==> config.mk <==
export PLATFORM = sky130hd
export DESIGN_NAME = bin2bcd_seq
export DESIGN_NICKNAME = d
export VERILOG_FILES = /design/src/rtl/bin2bcd_seq_pkg.sv /design/src/rtl/bin2bcd_seq_add3.sv /design/src/rtl/bin2bcd_seq.sv
export SDC_FILE = /design/constraint.sdc
export NUM_CORES = 1
export LEC_CHECK = 0
export CAP_MARGIN = 0
export CORE_MARGIN = 8
export CORE_UTILIZATION = 45
export CTS_CLUSTER_DIAMETER = 30
export DETAILED_ROUTE_END_ITERATION = 10
export PLACE_DENSITY = 0.64
export REMOVE_ABC_BUFFERS = 1
export SYNTH_ARGS = -nofsm -noshare
export SYNTH_HDL_FRONTEND = slang
export SYNTH_SLANG_ARGS = --single-unit
export TNS_END_PERCENT = 100
==> constraint.sdc <==
create_clock -name clk -period 2.1 [get_ports clk]
set_clock_uncertainty 0.1 [all_clocks]
set_input_delay 0.525 -clock clk [delete_from_list [all_inputs] [get_ports clk]]
set_output_delay 0.525 -clock clk [all_outputs]
set_load 0.05 [all_outputs]
==> src/rtl/bin2bcd_seq_pkg.sv <==
// ============================================================================
// Module   : bin2bcd_seq_pkg
// Purpose  : Shared modem-display constants and FSM encoding for bin2bcd_seq.
// Revision : 1.0  initial release
// ============================================================================
`default_nettype none

package bin2bcd_seq_pkg;

  localparam int BIN_W   = 20;
  localparam int DIGITS  = 6;
  localparam int BCD_W   = 4 * DIGITS;
  localparam int SHIFT_W = BCD_W + BIN_W;
  localparam int CNT_W   = $clog2(BIN_W);

  localparam logic [BIN_W-1:0] MAX_VAL  = BIN_W'(999999);
  localparam logic [CNT_W-1:0] CNT_LAST = CNT_W'(BIN_W - 1);

  typedef enum logic [1:0] {
    ST_IDLE  = 2'd0,
    ST_SHIFT = 2'd1,
    ST_LOAD  = 2'd2
  } state_e;

endpackage

`default_nettype wire

==> src/rtl/bin2bcd_seq_add3.sv <==
// ============================================================================
// Module   : bcd_add3
// Purpose  : Double-dabble digit correction cell (in >= 5 ? in + 3 : in).
// Revision : 1.0  initial release
// ============================================================================
`default_nettype none

module bcd_add3 (
  input  logic [3:0] in_i,
  output logic [3:0] out_o
);

  // Inputs are digits 0..9, so the +3 result never exceeds 4 bits.
  assign out_o = (in_i >= 4'd5) ? (in_i + 4'd3) : in_i;

endmodule

`default_nettype wire

==> src/rtl/bin2bcd_seq.sv <==
// ============================================================================
// Module   : bin2bcd_seq
// Purpose  : Iterative 20-bit binary to 6-digit BCD converter (shift-add-3).
// Revision : 1.0  initial release
// ============================================================================
`default_nettype none

module bin2bcd_seq
  import bin2bcd_seq_pkg::*;
(
  input  logic             clk,
  input  logic             rst_n,
  input  logic             start,
  input  logic [BIN_W-1:0] bin_in,
  output logic             busy,
  output logic             done,
  output logic             ovf,
  output logic [3:0]       bcd0,
  output logic [3:0]       bcd1,
  output logic [3:0]       bcd2,
  output logic [3:0]       bcd3,
  output logic [3:0]       bcd4,
  output logic [3:0]       bcd5
);

  state_e             state_q;
  logic [BIN_W-1:0]   bin_q;
  logic [BCD_W-1:0]   scratch_q;
  logic [CNT_W-1:0]   cnt_q;
  logic               ovf_pend_q;
  logic [BCD_W-1:0]   bcd_q;
  logic               ovf_q;
  logic               busy_q;
  logic               done_q;

  logic [BCD_W-1:0]   scratch_adj;
  logic [SHIFT_W-1:0] shift_d;

  for (genvar g = 0; g < DIGITS; g++) begin : g_add3
    bcd_add3 u_add3 (
      .in_i  (scratch_q[4*g +: 4]),
      .out_o (scratch_adj[4*g +: 4])
    );
  end

  assign shift_d = {scratch_adj, bin_q} << 1;

  always_ff @(posedge clk or negedge rst_n) begin
    if (!rst_n) begin
      state_q    <= ST_IDLE;
      bin_q      <= '0;
      scratch_q  <= '0;
      cnt_q      <= '0;
      ovf_pend_q <= 1'b0;
      bcd_q      <= '0;
      ovf_q      <= 1'b0;
      busy_q     <= 1'b0;
      done_q     <= 1'b0;
    end else begin
      done_q <= 1'b0;
      case (state_q)
        ST_IDLE: begin
          if (start) begin
            // Saturate so the display shows 999999 rather than wrapped digits.
            if (bin_in > MAX_VAL) begin
              bin_q      <= MAX_VAL;
              ovf_pend_q <= 1'b1;
            end else begin
              bin_q      <= bin_in;
              ovf_pend_q <= 1'b0;
            end
            scratch_q <= '0;
            cnt_q     <= '0;
            busy_q    <= 1'b1;
            state_q   <= ST_SHIFT;
          end
        end
        ST_SHIFT: begin
          scratch_q <= shift_d[SHIFT_W-1:BIN_W];
          bin_q     <= shift_d[BIN_W-1:0];
          cnt_q     <= cnt_q + 1'b1;
          if (cnt_q == CNT_LAST) begin
            state_q <= ST_LOAD;
          end
        end
        ST_LOAD: begin
          bcd_q   <= scratch_q;
          ovf_q   <= ovf_pend_q;
          done_q  <= 1'b1;
          busy_q  <= 1'b0;
          state_q <= ST_IDLE;
        end
        default: begin
          state_q <= ST_IDLE;
          busy_q  <= 1'b0;
        end
      endcase
    end
  end

  assign busy = busy_q;
  assign done = done_q;
  assign ovf  = ovf_q;
  assign bcd0 = bcd_q[3:0];
  assign bcd1 = bcd_q[7:4];
  assign bcd2 = bcd_q[11:8];
  assign bcd3 = bcd_q[15:12];
  assign bcd4 = bcd_q[19:16];
  assign bcd5 = bcd_q[23:20];

endmodule

`default_nettype wire

Local utilization:
(3 px per um) 11 x 11 tiles, from black (low) to pale yellow (high), 0 to 100% covered.
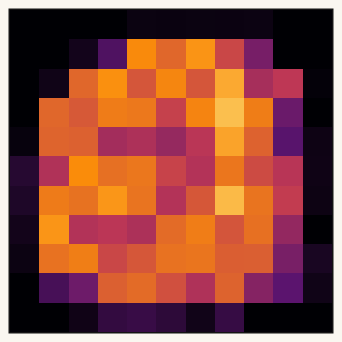
tiles over 75% full: 7.4%
emptiest ninth of the die: upper left
fullest tile: 86%
nearly empty tiles: 17%
densest ninth of the die: center
mean over tiles: 38%
Initial Utilization: 46.1%
post-layout util: 55.6%
Core Box Area: 8130 um^2

Clock nets:
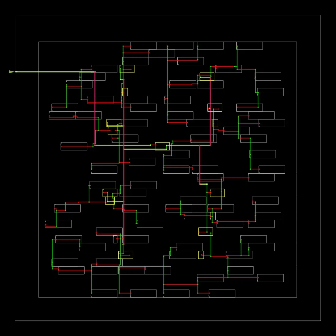
clock buffer count from CTS: 9
Latency at later pin: 0.35 ns
CLK BUF: 10
CTS sink cnt: 79

==> notes.md <==
impl run done, here's what came out: final setup vio count 0, Peak VDD IR 0.660 mV, most frequent logic cell in the layout dfrtp_1, Mapped Avg Cell Area 10.3 um^2, Mux cell area share 5.97%, slowest CP cell dfrtp_1, reg2reg path depth 6, synthesized cell area 3750 um^2, DRT iter0 DRCs 130, wire length per cell 14.5 um, fin cells 533, tap cells 105, cell with the most instances after synthesis dfrtp_1, multi-input combinational area share 35.5%, top power group combinational cells, CP delay by family, top AND-OR/OR-AND gates, nonclk inv count 14, Post-synth EDFFs 0, Port Buffers 49, met1 wire length 3900 um, launch point of the worst path scratch_q[4]$_DFFE_PN0P_, switch share 43.4%, pwr/cell area 1600 nW/um^2, FF-to-FF End scratch_q[6]$_DFFE_PN0P_, number of OpenROAD warnings 31, Largest logic family AND-OR/OR-AND gates, Cells on Worst Hold Path 2, XORs/XNORs by Area 2.57%, AND/OR/NAND/NOR Cells, Area Fraction 13.2%, DR pass1 iterations 4, clock network power share 13.6%, most used routing layer met2, Period minus WS final 1.79 ns, Peak Freq 0.558 GHz, chip area from the yosys synthesis statistics 3750 um^2, Reg2Reg Setup Slack 0.31 ns, final worst-path setup slack 0.309 ns, # DRC 0, Unique cell types 42, clk buf depth 2, final net count 459, number of global-route vias before repair 2,773, Comb gates 251, largest net degree at the start of global routing 54, area taken by flip-flops and latches 1980 um^2, Largest area class, layout sequential cells, placed cells 516, yosys aoi share 16.6%, Slowest Stage Delay on Critical Path 0.41 ns, outcome finished, final reports clean
Power figures rest on the tool's default switching activity, not on a simulated workload.
